<file path="config.mk">
export PLATFORM = sky130hd
export DESIGN_NAME = cntr_cmd_seq
export DESIGN_NICKNAME = d
export VERILOG_FILES = /design/src/rtl/cntr_cmd_seq_pkg.sv /design/src/rtl/cntr_cmd_seq.sv
export SDC_FILE = /design/constraint.sdc
export NUM_CORES = 1
export LEC_CHECK = 0
export ABC_AREA = 1
export CELL_PAD_IN_SITES_DETAIL_PLACEMENT = 0
export CELL_PAD_IN_SITES_GLOBAL_PLACEMENT = 1
export CORE_ASPECT_RATIO = 1.25
export CORE_UTILIZATION = 30
export CTS_BUF_LIST = sky130_fd_sc_hd__clkbuf_8
export CTS_CLUSTER_DIAMETER = 100
export DETAILED_ROUTE_END_ITERATION = 8
export GPL_TIMING_DRIVEN = 0
export PLACE_DENSITY = 0.73
export SLEW_MARGIN = 40
export SYNTH_ARGS = -nofsm -noshare
export SYNTH_HDL_FRONTEND = slang
export SYNTH_SLANG_ARGS = --single-unit
export TNS_END_PERCENT = 20
</file>
<file path="constraint.sdc">
create_clock -name clk -period 2 [get_ports clk]
set_input_delay 0.4 -clock clk [delete_from_list [all_inputs] [get_ports clk]]
set_output_delay 0.4 -clock clk [all_outputs]
set_load 0.01 [all_outputs]
</file>
<file path="src/rtl/cntr_cmd_seq_pkg.sv">
// Shared definitions for the counter command sequencer.
//   - Command opcodes carried on cmd_op.
//   - FSM state encoding.
//   - Default widths.
//   - A small opcode-classification helper.
package cntr_cmd_seq_pkg;

  localparam int unsigned DATA_W_DEF = 4;
  localparam int unsigned LEN_W_DEF  = 8;
  localparam int unsigned WRAP_W_DEF = 8;

  typedef enum logic [1:0] {
    OP_NOP      = 2'b00,
    OP_LOAD     = 2'b01,
    OP_RUN      = 2'b10,
    OP_LOAD_RUN = 2'b11
  } cmd_op_e;

  typedef enum logic [1:0] {
    ST_IDLE = 2'b00,
    ST_LOAD = 2'b01,
    ST_RUN  = 2'b10,
    ST_DONE = 2'b11
  } state_e;

  // True for commands that open a counting window (and so restart the wrap tally).
  function automatic logic op_runs(input cmd_op_e op);
    return (op == OP_RUN) || (op == OP_LOAD_RUN);
  endfunction

endpackage

</file>
<file path="src/rtl/cntr_cmd_seq.sv">
// Command sequencer driving a 4-bit parallel-load counter.
//
// Accepts NOP / LOAD / RUN / LOAD_RUN over a valid/ready handshake. It then
// produces a one-cycle load pulse and/or a cnt_en window of cmd_len cycles.
// It also counts the carry events seen during the window (saturating).
// All counter-side outputs come straight from flops, so no combinational
// path exists from cmd_* to the counter pins.
//
// Ports
//   clk        rising-edge clock
//   rst        synchronous active-high reset
//   cmd_valid  command present
//   cmd_ready  sequencer idle and able to accept
//   cmd_op     00 NOP, 01 LOAD, 10 RUN, 11 LOAD_RUN
//   cmd_data   parallel load value
//   cmd_len    number of cnt_en cycles
//   abort      ends an active RUN after the current cycle
//   cnt_en     counter count enable
//   load       counter parallel load strobe
//   I          counter parallel data (holds last loaded value)
//   carry      counter carry-out
//   busy       command in progress (LOAD/RUN/DONE)
//   done       one-cycle completion pulse
//   wraps      carry events seen in the last run (saturating)
module cntr_cmd_seq
  import cntr_cmd_seq_pkg::*;
#(
  parameter int unsigned DATA_W = DATA_W_DEF,
  parameter int unsigned LEN_W  = LEN_W_DEF,
  parameter int unsigned WRAP_W = WRAP_W_DEF
) (
  input  logic              clk,
  input  logic              rst,
  input  logic              cmd_valid,
  output logic              cmd_ready,
  input  logic [1:0]        cmd_op,
  input  logic [DATA_W-1:0] cmd_data,
  input  logic [LEN_W-1:0]  cmd_len,
  input  logic              abort,
  output logic              cnt_en,
  output logic              load,
  output logic [DATA_W-1:0] I,
  input  logic              carry,
  output logic              busy,
  output logic              done,
  output logic [WRAP_W-1:0] wraps
);

  state_e              state_q;
  cmd_op_e             op_q;
  logic [LEN_W-1:0]    len_q;
  logic [LEN_W-1:0]    rem_q;
  logic [DATA_W-1:0]   i_q;
  logic [WRAP_W-1:0]   wraps_q;
  logic                cnt_en_q;
  logic                load_q;
  logic                busy_q;
  logic                done_q;

  // Accept only in IDLE; rst masks ready so nothing is taken during reset.
  assign cmd_ready = (state_q == ST_IDLE) && !rst;

  assign cnt_en = cnt_en_q;
  assign load   = load_q;
  assign I      = i_q;
  assign busy   = busy_q;
  assign done   = done_q;
  assign wraps  = wraps_q;

  // Sequencer FSM with registered counter controls, status and wrap tally.
  always_ff @(posedge clk) begin
    if (rst) begin
      state_q  <= ST_IDLE;
      op_q     <= OP_NOP;
      len_q    <= {LEN_W{1'b0}};
      rem_q    <= {LEN_W{1'b0}};
      i_q      <= {DATA_W{1'b0}};
      wraps_q  <= {WRAP_W{1'b0}};
      cnt_en_q <= 1'b0;
      load_q   <= 1'b0;
      busy_q   <= 1'b0;
      done_q   <= 1'b0;
    end else begin
      done_q <= 1'b0;
      case (state_q)
        ST_IDLE: begin
          if (cmd_valid) begin
            op_q   <= cmd_op_e'(cmd_op);
            len_q  <= cmd_len;
            busy_q <= 1'b1;
            if (op_runs(cmd_op_e'(cmd_op))) begin
              wraps_q <= {WRAP_W{1'b0}};
            end
            case (cmd_op_e'(cmd_op))
              OP_LOAD, OP_LOAD_RUN: begin
                state_q <= ST_LOAD;
                load_q  <= 1'b1;
                i_q     <= cmd_data;
              end
              OP_RUN: begin
                // A zero length never enters RUN, so rem_q cannot underflow.
                if (cmd_len != {LEN_W{1'b0}}) begin
                  state_q  <= ST_RUN;
                  cnt_en_q <= 1'b1;
                  rem_q    <= cmd_len;
                end else begin
                  state_q <= ST_DONE;
                  done_q  <= 1'b1;
                end
              end
              default: begin
                state_q <= ST_DONE;
                done_q  <= 1'b1;
              end
            endcase
          end
        end

        ST_LOAD: begin
          load_q <= 1'b0;
          if ((op_q == OP_LOAD_RUN) && (len_q != {LEN_W{1'b0}})) begin
            state_q  <= ST_RUN;
            cnt_en_q <= 1'b1;
            rem_q    <= len_q;
          end else begin
            state_q <= ST_DONE;
            done_q  <= 1'b1;
          end
        end

        ST_RUN: begin
          // carry is only meaningful while cnt_en is high, i.e. in RUN.
          if (carry && !(&wraps_q)) begin
            wraps_q <= wraps_q + WRAP_W'(1);
          end
          // rem_q counts the RUN cycles still owed including this one.
          if (abort || (rem_q == LEN_W'(1))) begin
            state_q  <= ST_DONE;
            cnt_en_q <= 1'b0;
            done_q   <= 1'b1;
          end else begin
            rem_q <= rem_q - LEN_W'(1);
          end
        end

        ST_DONE: begin
          state_q <= ST_IDLE;
          busy_q  <= 1'b0;
        end

        default: begin
          state_q  <= ST_IDLE;
          cnt_en_q <= 1'b0;
          load_q   <= 1'b0;
          busy_q   <= 1'b0;
        end
      endcase
    end
  end

endmodule

</file>
run_1/congestion.png
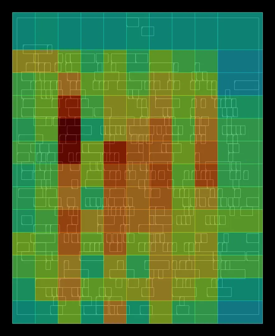
GRT met1 Usage: 20.6%
met2 Use GR: 31.1%
final design utilization: 39.5%
routing usage on met3: 3.22%
GRT Max-Usage Layer: met2

run_1/wires.png
Bar = 20 um.
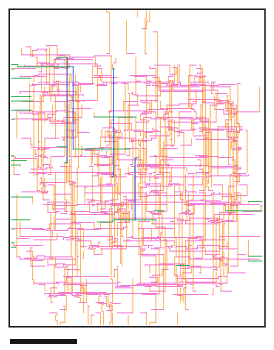
Magenta marks metal 1, wire length 2530 um. Orange marks metal 2, wire length 2850 um. Blue marks metal 4, wire length 106 um. Green marks metal 3, wire length 150 um.
Routed WL per cell: 12.8 um
total via count after detailed routing: 2088
gr usage total: 17.5%
post-detailed-routing wire length: 5.64 mm

run_1/flops_by_reg.png
Bar = 20 um. Other sequential cells in the stronger grey, the rest of the logic in the fainter grey.
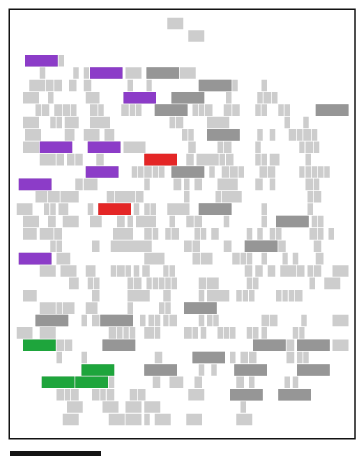
Green marks I, flops 4, where lower left. Red marks state_q, flops 2. Purple marks wraps, flops 8.
Another 22 sequential cells are not coloured.
sequential share of cell area: 27.8%
sequential logic power: 1010 uW

==> flow_metrics.tcl, run 1 <==
# yosys + openroad results
set metrics [dict create \
    worst_path_max_delay_cell "dfxtp_1" \
    cp.arrival_ns 2.05 \
    filler_cell_count 713 \
    post-route-drc-count 0 \
    grt_pass1_vias 1960 \
    insertion_delay_ns 0.28 \
    timing_max_transition_violations_final 0 \
    syn-instance-count 315 \
    dpl-instance-area_sq_um 2480 \
    setup-tns-final_ns 0 \
    cp-endpoint "wraps[0]" \
    grt_remaining_overflow 0 \
    cellLeakagePower_uw 0.00108 \
    synth-warning-count 0 \
    post-route-period-util_pct 93.2 \
    clock_buffer_count_in_the_final_layout 6 \
    combinationalPower_uw 1870 \
    antenna_found_initial 0 \
    cts_tree "built" \
    row_count 33 \
    hold_path_class "flip-flop to flip-flop" \
    chipWidth_um 75.7 \
    clock_net_power_uw 530 \
    unrepaired_setup_endpoints_after_global_routing "yes" \
    ys_cells 315 \
    chipHeight_um 94.1 \
    top_area_cell "dfxtp_1" \
    post_syn_area_sq_um 2040 \
    drt-pass1-iter-count 4 \
    final_cell_area_sq_um 2590 \
    drt_iter0_drc 128 \
    num-nets-final 381 \
    nonClockInverterCount 27 \
    worstReg2RegEnd "wraps[0]" \
    numSynthFlops 36 \
    worstPathMaxFanout 10 \
    cts.reportedPaths.clkPinSlew_ns 0.07 \
    number_of_multi_input_combinational_cells 240 \
    area_delta_synth_final_pct 27.4 \
    syn_nets 342 \
    worst_pin_slew_ns 0.502 \
    cts_max_level 2 \
    worst_slack_ns 0.136 \
    number_of_enable_flip_flop_cells 0 \
    cp_slowest_stage_delay_ns 0.39 \
    final-hold-violation-count 0 \
    numClockSinks 36 \
    final-nonclk-buf-share_pct 15.2 \
    layout_top_cells_excl_fill_tap "nand2_1 (63), nor2_1 (62), dfxtp_1 (36), a21oi_1 (32), clkdlybuf4s50_1 (32)" \
    clockPowerShare_pct 15.5 \
    grt_max_degree 11 \
    share_of_post_route_cells_with_drive_strength_above_1_pct 7.32 \
    post_detail_place_hpwl_mm 4.34 \
    timing.critical_path.cells "inv_2, ha_1, buf_2, inv_1, clkbuf_4, nand3_2, nand2_2, buf_6, o21ai_0, nand2_1, nor2_1" \
    grt_pass1_wl_mm 9.29 \
    route.detailed.vias_per_inst 4.72 \
    result_of_the_run "completed" \
]
run 1: registers in the layout (all words and copies together), names as in the netlist:
signal,cells
state_q,2
op_q,2
busy,1
rem_q,8
done,1
I,4
len_q,8
wraps,8
cnt_en,1
load,1
run 1: routing by layer:
layer  up-vias  wire length (um)  track usage [%]
met4         0               106             5.56
met2        34              2850             31.1
met1       950              2530             20.6
met3         9               149             3.22
li1       1095                 -                -
met5         -                 0                0
run 1: cells by family after synthesis:
kind of cell,share of synthesized area (%)
compound gates,16.7
flops,35.4
simple gates,33.9
buf+inv,7.87
fa+ha+maj,4.92
xor+xnor,1.29
run_1/placement_by_type.png
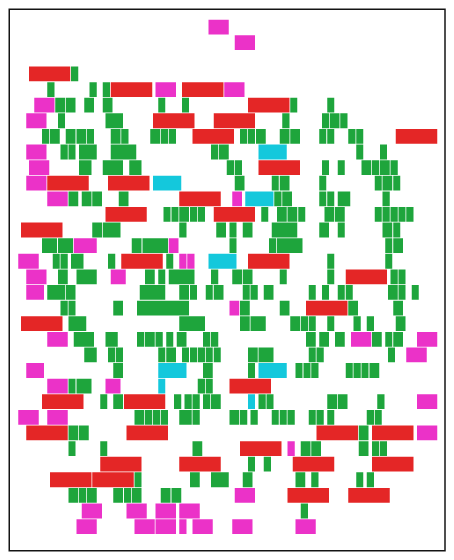

==> run 2: changes to the inputs <==
Settings changed: REMOVE_ABC_BUFFERS set to 1.
run_2/placement_by_type.png
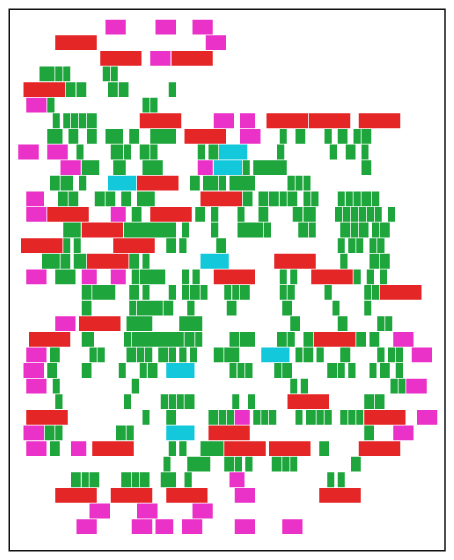
Cyan marks clock drivers and dummy loads, cells 7, share of their area 3.8%. Red marks flops, cells 36, share of their area 28%. Magenta marks other buffers and delay cells, cells 43, share of their area 16%. Green marks combinational and other logic, cells 268, share of their area 52%.
sequential share of cell area: 27.1%
final design utilization: 40.5%
Non-Filler Cell Area, Final: 2660 sq um
area of the core region: 6570 sq um
row cnt: 33

run_2/flops_by_reg.png
Bar = 20 um. Other sequential cells in the stronger grey, the rest of the logic in the fainter grey.
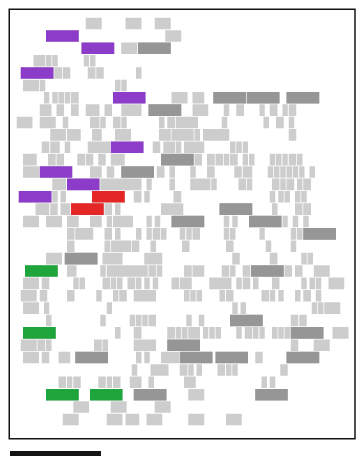
Green marks I, flops 4, where lower left. Purple marks wraps, flops 8. Red marks state_q, flops 2.
Another 22 sequential cells are not coloured.
flip-flop and latch area: 721 sq um

run_2/congestion.png
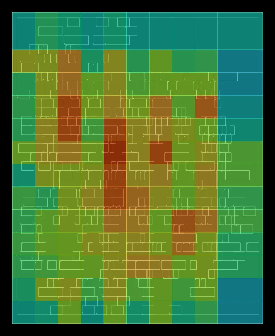
GRT met1 Usage: 20.3%
Routed WL per cell: 12.6 um

==> flow_metrics.tcl, run 2 <==
# yosys + openroad results
set metrics [dict create \
    numSynthFlops 36 \
    timing.critical_path.cells "inv_2, ha_4, clkinvlp_4, o21ai_0, nand3_2, nand2_4, nand3b_1, a21boi_0" \
    cp.arrival_ns 2.04 \
    global_route.usage.met2_pct 30.2 \
    post_syn_area_sq_um 2040 \
    route.final.wire_length_mm 5.58 \
    syn-instance-count 315 \
    final-hold-violation-count 0 \
    busiest_layer "met2" \
    setup-tns-final_ns 0 \
    filler_cell_count 723 \
    yosys.area_share.xor_xnor_pct 1.29 \
    cts_tree "built" \
    compound_area_share_pct 16.7 \
    synth-warning-count 0 \
    result_of_the_run "completed" \
    worstReg2RegEnd "wraps[6]" \
    layout_top_cells_excl_fill_tap "nand2_1 (63), nor2_1 (61), dfxtp_1 (36), clkdlybuf4s50_1 (33), a21oi_1 (32)" \
    unrepaired_setup_endpoints_after_global_routing "no" \
    clock_buffer_count_in_the_final_layout 7 \
    final-nonclk-buf-share_pct 15.3 \
    chipWidth_um 75.7 \
    number_of_enable_flip_flop_cells 0 \
    gr-usage-all-layers_pct 17.1 \
    total_via_count_after_detailed_routing 2085 \
    grt_max_degree 22 \
    num-nets-final 381 \
    ys_cells 315 \
    chipHeight_um 94.1 \
    cp-endpoint "wraps[6]" \
    cts.reportedPaths.clkPinSlew_ns 0.07 \
    antenna_found_initial 0 \
    grt_util_met3_pct 3.22 \
    share_of_post_route_cells_with_drive_strength_above_1_pct 9.32 \
    clockPowerShare_pct 16.0 \
    post_synthesis_share_of_cell_area_spent_on_full_adders_half_adders_and_majority_gates_pct 4.92 \
    cts_max_level 2 \
    hold_path_class "flip-flop to flip-flop" \
    synth.area.mux_share_pct 0 \
    number_of_multi_input_combinational_cells 241 \
    drt-pass1-iter-count 5 \
    numClockSinks 36 \
    cellLeakagePower_uw 0.00109 \
    dpl-instance-area_sq_um 2440 \
    drt_iter0_drc 70 \
    area_delta_synth_final_pct 30.7 \
    cp_slowest_stage_delay_ns 0.34 \
    worst_path_max_delay_cell "dfxtp_1" \
    worst_slack_ns 0.176 \
]
==> run 2: cell count changes in the layout (fill, tap and decap cells not counted), sizes merged <==
| cell | previous run | this run |
|---|---|---|
| buf | 4 | 8 |
| clkbuf | 12 | 7 |
| clkdlybuf4s50 | 32 | 33 |
| clkinvlp | 0 | 1 |
| inv | 29 | 26 |
| nand2 | 68 | 69 |
==> run 2: routing by layer <==
metal	part of all wire [%]	vias to the layer above
li1	-	1096
met1	44	945
met2	52	39
met3	3.1	5
met4	0.99	0
met5	0	-
==> run 2: power by group through the flow <==
stage / combinational [uW] / sequential (uW) / clock (uW)
after global routing: 2290 / 1030 / 623
final: 2000 / 1010 / 576
after CTS: 1890 / 1010 / 598
after global placement: 1750 / 1020 / 0
after detailed placement: 1770 / 1020 / 0
after floorplan: 1250 / 1010 / 0
No activity file was given, so power comes from the tool's default toggle rates.
